### src/rtl/switch_debouncer.sv
// Per-channel switch conditioner: two-flop synchroniser, stability-counter debounce,
// registered rise/fall pulses, press-toggle state and a registered XOR of all levels.
module switch_debouncer #(
    parameter int N_SW          = 2,
    parameter int STABLE_CYCLES = 16000,
    parameter bit RESET_LEVEL   = 1'b0
) (
    input  logic            CLK,
    input  logic            RST_N,
    input  logic [N_SW-1:0] sw_raw,
    output logic [N_SW-1:0] sw_level,
    output logic [N_SW-1:0] sw_rise,
    output logic [N_SW-1:0] sw_fall,
    output logic [N_SW-1:0] sw_toggle,
    output logic            led
);

    localparam int              CNT_W     = $clog2(STABLE_CYCLES) + 1;
    localparam logic [CNT_W-1:0] CNT_MAX  = CNT_W'(STABLE_CYCLES - 1);
    localparam bit              LED_RESET = (N_SW % 2 == 1) ? RESET_LEVEL : 1'b0;

    logic [N_SW-1:0] level_next_vec;
    logic            led_reg;

    generate
        for (genvar gi = 0; gi < N_SW; gi++) begin : g_ch
            logic             sync1_reg;
            logic             sync2_reg;
            logic             level_reg;
            logic             level_next;
            logic             rise_reg;
            logic             fall_reg;
            logic             toggle_reg;
            logic [CNT_W-1:0] cnt_reg;
            logic [CNT_W-1:0] cnt_next;

            always_ff @(posedge CLK or negedge RST_N) begin
                if (!RST_N) begin
                    sync1_reg <= RESET_LEVEL;
                    sync2_reg <= RESET_LEVEL;
                end else begin
                    sync1_reg <= sw_raw[gi];
                    sync2_reg <= sync1_reg;
                end
            end

            // Any cycle agreeing with the current level restarts the stability count.
            always_comb begin
                cnt_next   = cnt_reg;
                level_next = level_reg;
                if (sync2_reg == level_reg) begin
                    cnt_next = '0;
                end else if (cnt_reg == CNT_MAX) begin
                    level_next = sync2_reg;
                    cnt_next   = '0;
                end else begin
                    cnt_next = cnt_reg + CNT_W'(1);
                end
            end

            always_ff @(posedge CLK or negedge RST_N) begin
                if (!RST_N) begin
                    cnt_reg    <= '0;
                    level_reg  <= RESET_LEVEL;
                    rise_reg   <= 1'b0;
                    fall_reg   <= 1'b0;
                    toggle_reg <= 1'b0;
                end else begin
                    cnt_reg    <= cnt_next;
                    level_reg  <= level_next;
                    rise_reg   <= level_next & ~level_reg;
                    fall_reg   <= ~level_next & level_reg;
                    toggle_reg <= toggle_reg ^ (level_next & ~level_reg);
                end
            end

            assign level_next_vec[gi] = level_next;
            assign sw_level[gi]       = level_reg;
            assign sw_rise[gi]        = rise_reg;
            assign sw_fall[gi]        = fall_reg;
            assign sw_toggle[gi]      = toggle_reg;
        end
    endgenerate

    // Built from next-state levels so led moves on the same edge as sw_level.
    always_ff @(posedge CLK or negedge RST_N) begin
        if (!RST_N) begin
            led_reg <= LED_RESET;
        end else begin
            led_reg <= ^level_next_vec;
        end
    end

    assign led = led_reg;

endmodule
### config.mk
export PLATFORM = sky130hd
export DESIGN_NAME = switch_debouncer
export DESIGN_NICKNAME = d
export VERILOG_FILES = /design/src/rtl/switch_debouncer.sv
export SDC_FILE = /design/constraint.sdc
export NUM_CORES = 1
export LEC_CHECK = 0
export CAP_MARGIN = 20
export CORE_ASPECT_RATIO = 1.4
export CORE_MARGIN = 2
export CORE_UTILIZATION = 30
export DETAILED_ROUTE_END_ITERATION = 8
export SYNTH_ARGS = -nofsm -noshare
export SYNTH_HDL_FRONTEND = slang
export SYNTH_SLANG_ARGS = --single-unit
### constraint.sdc
create_clock -name CLK -period 2.6 [get_ports CLK]
set_input_delay 0.52 -clock CLK [delete_from_list [all_inputs] [get_ports CLK]]
set_output_delay 0.52 -clock CLK [all_outputs]
set_load 0.03 [all_outputs]
==> run summary <==
Update from the flow run.

The run finished with clean final reports. The capturing element type of the critical path is an output port. The highest clock rate is 517.3 MHz. Among all stages on the critical path, the largest delay is contributed by clkdlybuf4s50_1. The setup TNS after final layout is 0 ps. The first global-routing pass estimated 5.347 mm of wire. The kind of cell with the highest combined delay along the critical path is buffers and inverters. The post-synthesis chip area from yosys is 1994 µm². The number of placed instances, taps included, is 252. The number of cell instances on the worst register-to-register path is 5.

The number of warnings in the stage logs is 26. The H-tree was split into 2 levels. STA classifies the critical path startpoint as a register. The count of buffer and inverter cells on the critical path is 1. Sorting the Yosys area breakdown by cell type puts at the top dfrtp_1.

The leakage component of the power was reported as 0.9428 nW. Ranking logic cells in the layout by count gives the top entries dfrtp_1, nor2_1, xnor2_1. The peak supply drop is 0.0003370 V. Setup repair after global routing left no endpoint under its margin. The slew at the pin closest to its max-slew limit is 918.0 ps. The peak per-stage delay on the critical path is 700 ps. The iteration count recorded for the first detailed-route pass is 4. TritonRoute reported its final design rule violation total as 0.

The worst-path maximum fanout is 5. The remaining number of nets flagged by the antenna check after routing is 0. The initial core utilization is 30.57%. The half-perimeter wire length after detailed placement is 2.070 mm.

The highest-utilization routing layer at the global route stage is met2. The proportion of synthesized chip area in sequential cells is 53.95%. The chip occupies 7326 µm². STA lists the endpoint of the worst register-to-register path as g_ch[0].cnt_reg[13].

The total cells reported by yosys after synthesis is 177. The category of the most critical setup path is reg -> out. The most frequently placed logic cell in the final layout is dfrtp_1. The critical path starts at g_ch[1].level_reg. The clock root buffer master is clkbuf_8.

The number of buffers added by the clock tree synthesis step is 5. The final timing summary puts the cycle share of the worst path at 74.35%. For reference, the post-synthesis area per instance comes to 11.27 µm². The initial antenna violation count was 0.

Checking max transition, the worst relative margin is 38.80%. For reference, the critical path cell chain is clkdlybuf4s50_1. The number of endpoints with negative hold slack in the final report is 0. The mapped cell area is 1994 µm².
[stage by stage]
stage          power (mW)  util (%)
3_5_place_dp       0.7433     32.48
3_3_place_gp       0.7421     32.48
5_1_grt             1.287     34.06
4_1_cts             1.246     34.06
2_1_floorplan      0.7231         -
6_report            1.224     34.06
[where the power goes]
| group | total, mW | switching (mW) | internal (mW) |
|---|---|---|---|
| sequential | 0.689 | 0.0103 | 0.679 |
| clock | 0.496 | 0.215 | 0.281 |
| combinational | 0.0385 | 0.0264 | 0.0121 |
| total | 1.22 | 0.252 | 0.972 |
[cells in the mapped netlist]
master    instances
nand3_1           6
nand2_1           6
and3b_1           4
nand4_4           1
and4_1            1
nand3_2           1
or4_1             2
nand2b_2          1
nor3_1            5
nor4_1            5
and3_2            1
inv_1             6
a21oi_1           2
buf_4            11
nand4_2           1
xnor2_1          20
or2_1             1
nand4_1           6
ha_1              2
mux2_4            2
or3_1             2
xor2_1            9
nor4_4            2
nor2_1           32
o31ai_1           2
or2_4             1
dfrtp_1          43
nor2b_1           1
nand3_4           1
[layer usage]
layer | vias to the layer above | share of wire, %
li1 | 596 | -
met1 | 582 | 45
met2 | 14 | 50
met3 | 5 | 3.3
met4 | 0 | 2.4
met5 | - | 0
[layout make-up]
cell class              instances  area (µm²)
repair buffers                 12       115.1
clock inverters                 1       30.03
multi-input cells             117       813.3
fillers                       638        4303
well taps                      74       92.59
inverters                       6       22.52
clock buffers                   6       72.57
flip-flops and latches         43        1076
[cells by family (layout without fill, tap and decap cells)]
kind of cell | Yosys count | count (layout) | share of synthesized area (%)
AND-OR/OR-AND | 4 | 4 | 1.255
XOR/XNOR | 29 | 29 | 12.74
adder cells (fa/ha/maj) | 2 | 2 | 1.255
buffers and inverters | 17 | 25 | 5.270
flip-flops | 43 | 43 | 53.95
multiplexers | 2 | 2 | 1.506
AND/OR/NAND/NOR | 80 | 80 | 24.03
[worst min path at each step]
stage                     cells past startpoint                  to              start
after floorplan                               0  g_ch[0].cnt_reg[0]              RST_N
after global placement                        0   g_ch[1].sync2_reg  g_ch[1].sync1_reg
after detailed placement                      0   g_ch[0].sync2_reg  g_ch[0].sync1_reg
after CTS                                     0   g_ch[0].sync2_reg  g_ch[0].sync1_reg
after global routing                          0   g_ch[1].sync2_reg  g_ch[1].sync1_reg
final                                         1    g_ch[0].fall_reg              RST_N
Routing congestion:
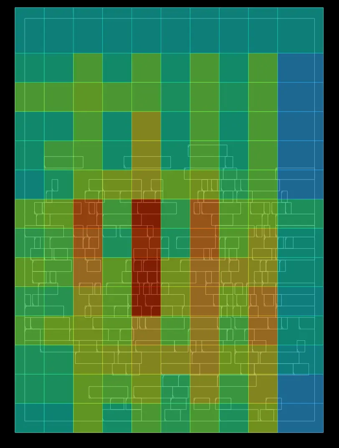
routing usage on met2: 15.38%
global-route total usage across every layer: 9.595%
met1 routing resource usage after global routing: 10.77%
Routed wire per std cell: 11.70 µm

Cell sizes after repair:
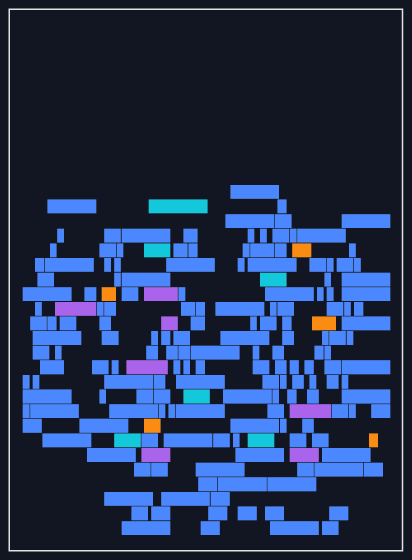
legend:
  drive 2:
    colour: orange
    cells: 5
    share: 2.7%
  drive 1 or less:
    colour: blue
    cells: 167
    share: 90%
  drive 3 to 4:
    colour: purple
    cells: 7
    share: 3.8%
  drive 6 and up:
    colour: cyan
    cells: 6
    share: 3.2%
Area growth syn-to-layout: 11.42%
Finished Cell Area: 2222 µm²
number of non-clock buffers in the layout: 12
post-layout worst setup margin: 666.9 ps

Metal 3:
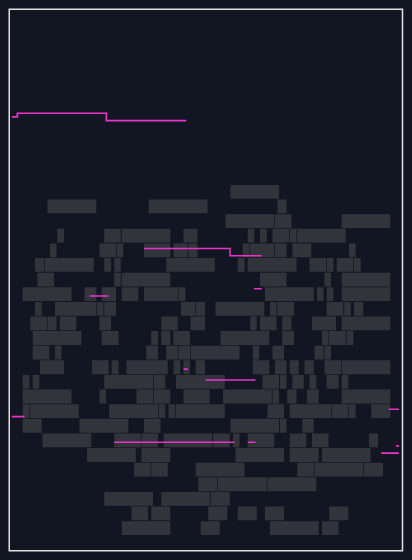
longest straight run: 22.1 µm
share of all routed wire: 3.3%
wire length on this layer: 101 µm
count of vias placed by the detailed router: 1197
global-route track usage on met3: 3.600%
Post-Route WL: 3.030 mm

No activity file was given, so power comes from the tool's default toggle rates.
